run_1/pdn.png
Scale bar: 50 µm. Pins as bars on the die edge. Tap cells in gray.
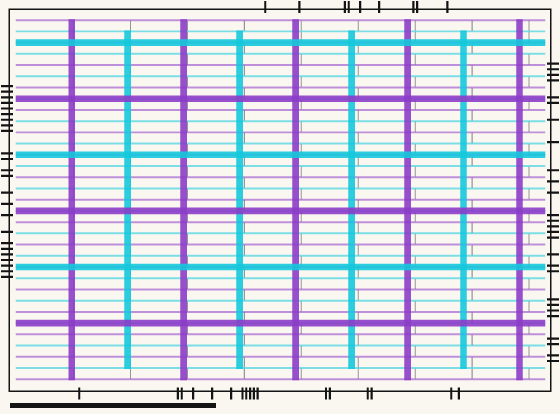
run_1/density.png
Scale bar: 50 µm. The die is cut into 13 by 9 equal tiles; white is low, dark blue is high, 0 to 100% covered.
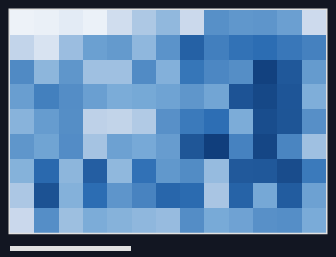
run_1/port_nets.png
Scale bar: 50 µm.
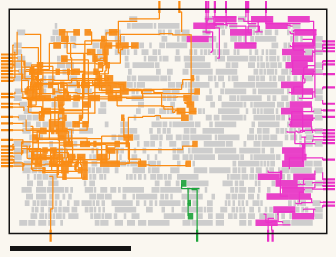
--- config.mk ---
export PLATFORM = sky130hd
export DESIGN_NAME = fp_norm_round
export DESIGN_NICKNAME = d
export VERILOG_FILES = /design/src/rtl/fp_pkg.sv /design/src/rtl/lzc.sv /design/src/rtl/fp_norm_round.sv
export SDC_FILE = /design/constraint.sdc
export NUM_CORES = 1
export LEC_CHECK = 0
export CORE_ASPECT_RATIO = 0.7
export CORE_UTILIZATION = 50
export DETAILED_ROUTE_END_ITERATION = 8
export GPL_TIMING_DRIVEN = 1
export HOLD_SLACK_MARGIN = 0.15
export PLACE_DENSITY = 0.74
export SLEW_MARGIN = 20
export SYNTH_ARGS = -nofsm -noshare
export SYNTH_HDL_FRONTEND = slang
export SYNTH_SLANG_ARGS = --single-unit
--- constraint.sdc ---
create_clock -name clk -period 5.2 [get_ports clk]
set_input_delay 0.78 -clock clk [delete_from_list [all_inputs] [get_ports clk]]
set_output_delay 0.78 -clock clk [all_outputs]
set_load 0.02 [all_outputs]
--- src/rtl/fp_pkg.sv ---
// fp_pkg: shared widths, IEEE-754 single constants and the normalize->round payload.
//   SIG_W_DEF / EXP_W_DEF / MAN_W_DEF : default significand, exponent and fraction widths
//   EXP_MAX / EXP_BIAS                : all-ones exponent (inf) and single-precision bias
//   s1_t                              : S1->S2 payload (sign, widened exp, G/R/S significand, flags)
package fp_pkg;
    localparam int SIG_W_DEF = 27;
    localparam int EXP_W_DEF = 8;
    localparam int MAN_W_DEF = 23;
    localparam logic [7:0] EXP_MAX = 8'hFF;
    localparam int EXP_BIAS = 127;

    // exp carries one extra bit so a carry-normalized exponent of 0xFF+1 is not lost
    typedef struct packed {
        logic                 sign;
        logic [EXP_W_DEF:0]   exp;
        logic [SIG_W_DEF-1:0] sig;
        logic                 unf;
        logic                 zero;
    } s1_t;
endpackage

--- src/rtl/lzc.sv ---
// lzc: leading-zero counter.
//   in       : value to scan (MSB first)
//   count    : number of zeros above the first set bit (WIDTH when in is zero)
//   all_zero : in == 0
module lzc #(
    parameter int WIDTH = 27
)(
    input  logic [WIDTH-1:0]         in,
    output logic [$clog2(WIDTH+1)-1:0] count,
    output logic                     all_zero
);
    localparam int CW = $clog2(WIDTH+1);

    // scanning upward lets the highest set bit win
    always_comb begin
        count = CW'(WIDTH);
        for (int i = 0; i < WIDTH; i++)
            if (in[i]) count = CW'(WIDTH - 1 - i);
    end

    assign all_zero = ~|in;
endmodule

--- src/rtl/fp_norm_round.sv ---
// fp_norm_round: 2-stage normalize (S1) then round-to-nearest-even and pack (S2).
//   clk, rst_n                    : clock, async active-low reset
//   in_valid/in_ready             : upstream handshake
//   sig_in, carry_in, exp_in, sign_in : add/sub magnitude (hidden bit MSB, G/R/S LSBs), carry, exponent, sign
//   out_valid/out_ready           : downstream handshake
//   result, overflow, underflow   : packed single-precision value and saturate/flush flags
module fp_norm_round
    import fp_pkg::*;
#(
    parameter int WIDTH = SIG_W_DEF,
    parameter int EXP_W = EXP_W_DEF,
    parameter int MAN_W = MAN_W_DEF
)(
    input  logic                   clk,
    input  logic                   rst_n,
    input  logic                   in_valid,
    output logic                   in_ready,
    input  logic [WIDTH-1:0]       sig_in,
    input  logic                   carry_in,
    input  logic [EXP_W-1:0]       exp_in,
    input  logic                   sign_in,
    output logic                   out_valid,
    input  logic                   out_ready,
    output logic [EXP_W+MAN_W:0]   result,
    output logic                   overflow,
    output logic                   underflow
);
    localparam int CW = $clog2(WIDTH+1);

    logic [CW-1:0]        lz;
    logic                 lz_zero;
    s1_t                  n, s1_q;
    logic                 s1_v, s2_v, s1_adv, s2_adv;
    logic                 inc, ovf;
    logic [MAN_W+1:0]     man;
    logic [EXP_W:0]       e2;
    logic [MAN_W-1:0]     frac;
    logic [EXP_W+MAN_W:0] res;

    lzc #(.WIDTH(WIDTH)) u_lzc (.in(sig_in), .count(lz), .all_zero(lz_zero));

    assign s2_adv    = out_ready | ~s2_v;
    assign s1_adv    = s2_adv | ~s1_v;
    assign in_ready  = s1_adv;
    assign out_valid = s2_v;

    // carry: {1,sig} >> 1 with the dropped bit folded into sticky
    always_comb begin
        n.sign = sign_in;
        n.zero = ~carry_in & lz_zero;
        n.unf  = ~carry_in & ~lz_zero & ({1'b0, exp_in} <= (EXP_W+1)'(lz));
        n.exp  = carry_in ? {1'b0, exp_in} + 1'b1 : {1'b0, exp_in} - (EXP_W+1)'(lz);
        n.sig  = carry_in ? {1'b1, sig_in[WIDTH-1:2], sig_in[1] | sig_in[0]} : sig_in << lz;
    end

    // rounding carry out of the hidden bit bumps the exponent and leaves a zero fraction
    always_comb begin
        inc  = s1_q.sig[2] & (s1_q.sig[1] | s1_q.sig[0] | s1_q.sig[3]);
        man  = {1'b0, s1_q.sig[WIDTH-1:3]} + (MAN_W+2)'(inc);
        e2   = s1_q.exp + (EXP_W+1)'(man[MAN_W+1]);
        ovf  = e2 >= (EXP_W+1)'(EXP_MAX);
        frac = man[MAN_W+1] ? '0 : man[MAN_W-1:0];
        res  = s1_q.zero ? '0 :
               s1_q.unf  ? {s1_q.sign, {(EXP_W+MAN_W){1'b0}}} :
               ovf       ? {s1_q.sign, {EXP_W{1'b1}}, {MAN_W{1'b0}}} :
                           {s1_q.sign, e2[EXP_W-1:0], frac};
    end

    always_ff @(posedge clk or negedge rst_n) begin
        if (!rst_n) begin
            s1_v <= 1'b0;
            s1_q <= '0;
        end else if (s1_adv) begin
            s1_v <= in_valid;
            if (in_valid) s1_q <= n;
        end
    end

    always_ff @(posedge clk or negedge rst_n) begin
        if (!rst_n) begin
            s2_v      <= 1'b0;
            result    <= '0;
            overflow  <= 1'b0;
            underflow <= 1'b0;
        end else if (s2_adv) begin
            s2_v <= s1_v;
            if (s1_v) begin
                result    <= res;
                overflow  <= ovf & ~s1_q.zero & ~s1_q.unf;
                underflow <= s1_q.unf & ~s1_q.zero;
            end
        end
    end
endmodule

==> metrics.yaml, run 1 <==
placement:
  place_inst: 928
  routabilityCongestion: 0.9656
  hpwlAfterDp_um: 14800
  numPortBuffers: 76
  place_area_um2: 6684
  place_ws_ns: 0.4244
critical_path:
  crit_top_cell: "ha_1"
  worstPathArrival_ns: 4.98
  r2r-start: "s1_q[4]$_DFFE_PN0P_"
  crit_cells: 19
  worst-endpoint-required_ns: 5.43
  slowest_delay_ns: 0.61
  path_max_fanout: 22
  reg2regPathDepth: 19
  path_class: "reg2reg"
  cp-startpoint: "s1_q[4]$_DFFE_PN0P_"
  worst_setup_path_end_kind: "flip-flop"
  crit_chain: "and2_1 > ha_1 > and3_1 > nand3_1 > nor2_1 > nand3_1 > nor3_1 > and3_1 > ha_1 > ha_1 > nand2_1 > a21oi_1 > o21ai_0 > a21boi_0 > nor2_1 > o311ai_1 > buf_4 > or3_1 > o21ai_0"
  cp_top_family: "simple AND/OR/NAND/NOR gates"
  startpoint_type: "flip-flop"
  critPathSlowestCell: "or3_1"
  critical_path_buf_inv_count: 1
timing:
  setup_ws_ns: 0.4523
  max_slew_margin_pct: 35.50
  fin_crit_sh_pct: 91.30
  rsz0062_at_grt: "no"
  fmax_ghz: 0.2106
  setup_viol: 0
  finalHoldViolCount: 0
  worstMarginPinSlew_ns: 0.9675
  setup_tns_ns: 0
  fin_skew_ns: 0.006326
  period_needed_ns: 4.748
  drv_slew: 0
synth:
  ys_area_um2: 5814
  area_leaders: "dfrtp_1, nand2_1, o21ai_0"
  yosys-stat-cells: 727
  top_cells_by_count: "nand2_1, dfrtp_1, o21ai_0"
  ys_types: 81
  yosys_warnings: 0
  synth-edff-count: 0
  flop_cell: "dfrtp_1"
  top_area_cell: "dfrtp_1"
  syn_area_um2: 5814
  top_area_share_pct: 32.28
  top_cell: "nand2_1"
  avgSynthCellArea_um2: 7.998
  synth_cells: 727
  synth-seq-cells: 75
  fp_nets: 778
  ys_seq_share_pct: 32.28
  synthArstFlopShare_pct: 100.0
detailed_routing:
  drt-initial-drc-count: 707
  first_pass_iters: 6
  routedWlPerCell_um: 20.55
  routed_wl_um: 19400
  viasPerCell: 6.447
  ant_nets: 0
  vias: 6086
  drc: 0
cells_and_area:
  areaGrowthSynthToFinish_pct: 20.40
  finalNetCount: 837
  insertedDiodeCount: 0
  final-comb-area_um2: 3651
  stdcell_area_um2: 7000
  drive_gt1_share_pct: 6.574
  fillCellCount: 980
  final_cells: 944
  seqCellArea_um2: 1877
  final_core_util_pct: 62.67
cts:
  tritoncts: "built"
  htreeDepth: 3
  cts_max_path_buffers: 2
  numCtsBuffers: 9
  cts_root_buffer: "clkbuf_16"
  clock_sinks: 75
  ctsHoldBuffers: 0
  clk_latency_ns: 0.33
  post_cts_buffers: 0
  path_clk_slew_ns: 0.06
  post_cts_resized: 0
floorplan:
  die-width_um: 130.9
  die_h_um: 92.22
  fp-utilization_pct: 52.05
  ios: 77
  chip_area_um2: 12070
  floorplan.rows: 32
  core_area_um2: 11170
power:
  p_int_mw: 1.412
  p_comb_share_pct: 32.7
  power.density_nw_per_um2: 309.0
  swShare_pct: 34.75
  p_leak_nw: 2.802
  switching_power_mw: 0.7516
  power_frac_seq_pct: 36.7
  clkPwrFrac_pct: 30.6
  ir_drop_mv: 0.1813
outcome:
  outcome: "finished clean"
hold_path:
  hp-class: "in2async"
grt:
  grtUsageTotal_pct: 33.76
  grt_overflow: 0
  grt_max_degree: 62
  grt_pass1_vias: 5474
  grt_antenna_before_repair: 0
  grt_pass1_wl_um: 30820
job:
  cap_violations: 0
  warnings: 26
-- pdn.png (at the start) --
| net | color |
|---|---|
| VSS | purple |
| VDD | cyan |
tap cells: 153
rows: 32
met4 straps: 9
met1 rails: 33
met5 straps: 6

-- density.png (at the start) --
fullest tile: 94%
mean over tiles: 56%
densest ninth of the die: east
tiles over 75% full: 20%
emptiest ninth of the die: north-west

-- port_nets.png (at the start) --
| port | color | direction | end cells | buffers | wire |
|---|---|---|---|---|---|
| `sig_in` | orange | input | 119 | 27 | 2390 µm |
| `result` | magenta | output | 32 | 32 | 612 µm |
| `in_valid` | green | input | 3 | 1 | 42.0 µm |

[run 1: final timing paths]
kind                                     endpoint  slack [ns]
setup / recovery           result[16]$_DFFE_PN0P_        0.45
hold / removal               overflow$_DFFE_PN0P_        0.35
setup reg to reg           result[16]$_DFFE_PN0P_        0.45
hold reg to reg             result[2]$_DFFE_PN0P_        0.47
max in group asynchronous  result[20]$_DFFE_PN0P_        3.77
min in group clk            result[2]$_DFFE_PN0P_        0.47
[run 1: power groups by stage]
stage	Sequential [mW]	Combinational [mW]	Clock, mW
after detailed placement	0.802	0.697	0
after CTS	0.792	0.701	0.666
after global routing	0.809	0.774	0.689
after floorplan	0.854	0.331	0
after global placement	0.793	0.691	0
final	0.794	0.708	0.661
[run 1: worst register-to-register path: stages, from the launching register on]
cell and delay [ns]:
dfrtp_1 0.38, and2_1 0.22, ha_1 0.21, and3_1 0.22
nand3_1 0.18, nor2_1 0.26, nand3_1 0.15, nor3_1 0.36
and3_1 0.24, ha_1 0.23, ha_1 0.29, nand2_1 0.11
a21oi_1 0.07, o21ai_0 0.18, a21boi_0 0.13, nor2_1 0.21
o311ai_1 0.13, buf_4 0.17, or3_1 0.61, o21ai_0 0.31
[run 1: area by class of cell]
class	instances	area share, %
Clock buffer	9	3.217
Timing Repair Buffer	91	12.40
Inverter	25	1.376
Clock inverter	7	1.305
Sequential cell	75	26.81
Tap cell	153	2.735
Multi-Input combinational cell	584	52.15
[run 1: flip-flops by register name (all words and copies together) (netlist names)]
signal,count
out_valid,1
s1_q,39
overflow,1
result,32
underflow,1
s1_v,1
[run 1: metrics by stage]
stage               hold slack, ns  power (mW)
floorplan                   0.4467       1.184
global placement            0.4580       1.484
detailed placement          0.4659       1.499
CTS                         0.3601       2.159
global route                0.3751       2.272
finish                      0.3533       2.163
[run 1: kinds of logic after synthesis]
family,share of synthesized area (%)
simple gates,22.68
compound gates,27.33
flops,32.28
buf+inv,4.928
xor+xnor,5.272
mux,5.229
fa+ha+maj,2.281
[run 1: placed cells by master, fill, tap and decap left out, types with 5 or more instances in the layout]
cell / n
o221ai_1: 6
nand2_1: 102
nand3_1: 24
nor4_1: 10
o21ai_0: 71
mux2i_1: 23
a31oi_1: 6
clkdlybuf4s50_1: 75
nand4_1: 15
dfrtp_1: 75
ha_1: 9
nor3_1: 11
and2_1: 6
o21ai_1: 5
o31ai_1: 9
inv_1: 21
a221oi_1: 5
nor2_1: 56
o211ai_1: 5
xnor2_1: 22
a211oi_1: 24
nor2b_1: 6
and3_1: 12
a21oi_1: 43
buf_4: 15
nand2b_1: 13
clkbuf_16: 9
xor2_1: 13
[run 1: metal layers]
layer  part of all wire, %  up-vias  routed length (µm)  GRT usage, %
met4                   2.1        0                 408         9.579
met1                    47     2880                9145         51.01
li1                      -     2812                   -             -
met3                   9.9       28                1915         8.285
met2                    41      366                7925         46.69
met5                     0        -                   0             0
run_1/registers.png
Scale bar: 50 µm. Other sequential cells in the stronger gray, the rest of the logic in the fainter gray.
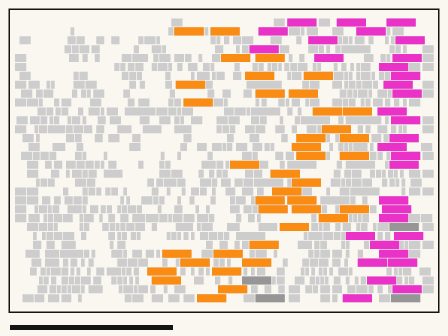

## Run 2: what changed since run 1
==> constraint.sdc (replaced) <==
create_clock -name clk -period 5.5 [get_ports clk]
set_input_delay 0.825 -clock clk [delete_from_list [all_inputs] [get_ports clk]]
set_output_delay 0.825 -clock clk [all_outputs]
set_load 0.02 [all_outputs]
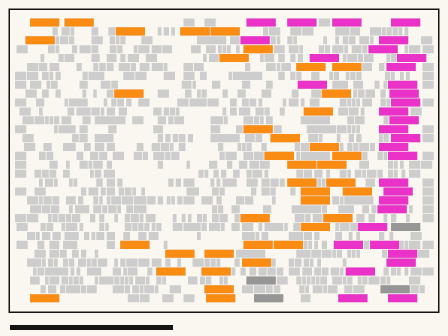
run_2/registers.png
Scale bar: 50 µm. Other sequential cells in the stronger gray, the rest of the logic in the fainter gray.
| signal | color | flops |
|---|---|---|
| `result` | magenta | 32 |
| `s1_q` | orange | 39 |
not colored: 4

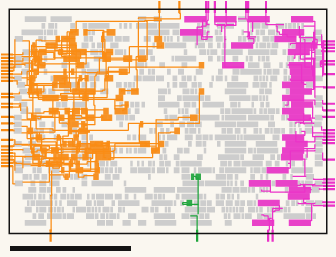
run_2/port_nets.png
Scale bar: 50 µm.
| port | color | direction | end cells | buffers | wire |
|---|---|---|---|---|---|
| `in_valid` | green | input | 3 | 1 | 35.8 µm |
| `sig_in` | orange | input | 119 | 27 | 2140 µm |
| `result` | magenta | output | 32 | 32 | 654 µm |

==> metrics.yaml, run 2 <==
detailed_routing:
  first_pass_iters: 5  # -1
  ant_nets: 0  # unchanged
  routedWlPerCell_um: 21.00  # +2.2%
  drc: 0  # unchanged
  viasPerCell: 6.358  # -1.4%
  drt-initial-drc-count: 619  # -12%
  routed_wl_um: 19770  # +1.9%
  vias: 5983  # -1.7%
job:
  cap_violations: 0  # unchanged
  warnings: 26  # unchanged
cells_and_area:
  final_cells: 941  # -0.32%
  lay_top_count: "nand2_1"
  seqCellArea_um2: 1877  # unchanged
  layout_top_cells_excl_fill_tap: "nand2_1, clkdlybuf4s50_1, dfrtp_1"
  fillCellCount: 975  # -0.51%
  areaGrowthSynthToFinish_pct: 19.58
  insertedDiodeCount: 0  # unchanged
  reg_top3: "s1_q x39, result x32"
  largest_register_ffs: 39  # unchanged
  drive_gt1_share_pct: 6.218  # -0.36 points
  finalNetCount: 834  # -0.36%
  final-comb-area_um2: 3654  # about the same
  regMostFlops: "s1_q"
timing:
  setup_ws_ns: 0.8524  # +0.4001 ns
  fin_skew_ns: 0.01573  # +0.009403 ns
  finalHoldViolCount: 0  # unchanged
  rsz0062_at_grt: "no"
  worstMarginPinSlew_ns: 0.9546  # -0.01292 ns
  period_needed_ns: 4.648  # -0.1001 ns
  hold_ws_ns: 0.4744  # +0.1211 ns
  fin_crit_sh_pct: 84.50  # -6.8 points
  setup_viol: 0  # unchanged
  setup_tns_ns: 0  # unchanged
  max_slew_margin_pct: 36.36  # +0.86 points
  fmax_ghz: 0.2152  # +2.2%
  drv_slew: 0  # unchanged
power:
  p_int_mw: 1.270  # -10%
  p_comb_share_pct: 33.7  # +1.0 points
  power.density_nw_per_um2: 287.7  # -6.9%
  p_leak_nw: 2.768  # -1.2%
  switching_power_mw: 0.7300  # -2.9%
  ir_drop_mv: 0.1527  # -16%
  swShare_pct: 36.49  # +1.7 points
  power_frac_seq_pct: 37.6  # +0.9 points
  clkPwrFrac_pct: 28.8  # -1.8 points
synth:
  top_area_cell: "dfrtp_1"
  ys_area_um2: 5814  # unchanged
  synthArstFlopShare_pct: 100.0  # unchanged
  top_area_share_pct: 32.28  # unchanged
  synth-seq-cells: 75  # unchanged
  synth_cells: 727  # unchanged
  top_cells_by_count: "nand2_1, dfrtp_1, o21ai_0"
  avgSynthCellArea_um2: 7.998  # unchanged
  yosys-stat-cells: 727  # unchanged
  top_cell: "nand2_1"
  syn_area_um2: 5814  # unchanged
  flop_cell: "dfrtp_1"
  yosys_warnings: 0  # unchanged
  ys_types: 81  # unchanged
  synth-edff-count: 0  # unchanged
  fp_nets: 778  # unchanged
  area_leaders: "dfrtp_1, nand2_1, o21ai_0"
  ys_seq_share_pct: 32.28  # unchanged
grt:
  grt_antenna_before_repair: 0  # unchanged
  grt_overflow: 0  # unchanged
  grt_max_degree: 76  # +23%
  grtUsageTotal_pct: 34.35  # +0.59 points
  grt_pass1_vias: 5469  # -0.091%
  grt_pass1_wl_um: 30970  # +0.52%
cts:
  clk_latency_ns: 0.34  # about the same
  cts_max_path_buffers: 2  # unchanged
  clock_sinks: 75  # unchanged
  tritoncts: "built"
  post_cts_buffers: 0  # unchanged
  numCtsBuffers: 9  # unchanged
  path_clk_slew_ns: 0.06  # about the same
  htreeDepth: 3  # unchanged
  cts_root_buffer: "clkbuf_16"
  post_cts_resized: 0  # unchanged
  ctsHoldBuffers: 0  # unchanged
critical_path:
  worst-endpoint-required_ns: 5.67  # +0.24 ns
  startpoint_type: "flip-flop"
  worst_setup_path_end_kind: "flip-flop"
  worstPathArrival_ns: 4.82  # -0.16 ns
  path_class: "reg2reg"
  path_max_fanout: 22  # unchanged
placement:
  hpwlAfterDp_um: 14910  # +0.76%
  numPortBuffers: 76  # unchanged
  place_ws_ns: 0.6970  # +0.2727 ns
  place_inst: 925  # -0.32%
  routabilityCongestion: 0.9763  # +1.1%
hold_path:
  hp-class: "reg2reg"
floorplan:
  ios: 77  # unchanged
  die-width_um: 130.9  # unchanged
  chip_area_um2: 12070  # unchanged
  floorplan.rows: 32  # unchanged
  die_h_um: 92.22  # unchanged
  core_area_um2: 11170  # unchanged
  fp-utilization_pct: 52.05  # unchanged
outcome:
  outcome: "finished clean"
==> run 2: power groups by stage <==
stage	clock [mW]	combinational (mW)	sequential, mW
final	0.576	0.673	0.751
after detailed placement	0	0.660	0.759
after floorplan	0	0.313	0.807
after global placement	0	0.655	0.750
after global routing	0.602	0.728	0.765
after CTS	0.580	0.663	0.749
==> run 2: cells by family after synthesis <==
kind of cell / after synthesis / share of synthesized area [%]
buffers and inverters: 68 / 4.928
muxes: 28 / 5.229
AOI/OAI and AO/OA: 235 / 27.33
xor gates and xnor gates: 35 / 5.272
and+or+nand+nor: 276 / 22.68
adders and majority gates: 10 / 2.281
DFF: 75 / 32.28
==> run 2: routing by layer <==
layer / track usage, % / vias up / routed length, µm
met5: 0 / - / 0
met4: 10.06 / 0 / 331
met3: 5.193 / 28 / 1869
met2: 46.87 / 347 / 7943
met1: 54.41 / 2821 / 9621
li1: - / 2787 / -
==> run 2: metrics by stage <==
step / power, mW / cell area [µm²] / util (%)
4_1_cts: 1.993 / 6950 / 62.22
2_1_floorplan: 1.120 / 5814 / -
3_5_place_dp: 1.419 / 6661 / 59.63
6_report: 2.000 / 6953 / 62.24
5_1_grt: 2.096 / 6953 / 62.24
3_3_place_gp: 1.405 / 6661 / 59.63
==> run 2: area by class of cell <==
| type | instances | share of cell area, % |
|---|---|---|
| Multi-Input combinational cell | 584 | 52.55 |
| Sequential cell | 75 | 26.99 |
| Timing Repair Buffer | 88 | 12.16 |
| Clock buffer | 12 | 3.689 |
| Tap cell | 153 | 2.753 |
| Inverter | 25 | 1.386 |
| Clock inverter | 4 | 0.4679 |
==> run 2: critical path, stage by stage, from the launching register on <==
cell      delay [ns]
dfrtp_1         0.40
and2_1          0.26
ha_1            0.21
and3_1          0.20
nand3_1         0.17
nor2_1          0.25
nand3_1         0.11
nor3_1          0.34
and3_1          0.25
ha_1            0.23
ha_1            0.20
nand2_1         0.10
a21oi_1         0.16
o21ai_0         0.09
a21boi_0        0.19
nor2_1          0.09
o311ai_1        0.30
buf_4           0.20
or3_1           0.50
o21ai_0         0.22
==> run 2: final timing paths <==
| path | startpoint | end | slack (ns) | cells past startpoint |
|---|---|---|---|---|
| min reg2reg | overflow$_DFFE_PN0P_ | overflow$_DFFE_PN0P_ | 0.47 | 2 |
| max in group asynchronous | rst_n | s1_q[6]$_DFFE_PN0P_ | 4.15 | 2 |
| max reg2reg | s1_q[4]$_DFFE_PN0P_ | result[13]$_DFFE_PN0P_ | 0.85 | 19 |
| max | s1_q[4]$_DFFE_PN0P_ | result[13]$_DFFE_PN0P_ | 0.85 | 19 |
| min | overflow$_DFFE_PN0P_ | overflow$_DFFE_PN0P_ | 0.47 | 2 |
| min in group asynchronous | rst_n | overflow$_DFFE_PN0P_ | 0.73 | 2 |
Power and IR drop assume default switching activity.
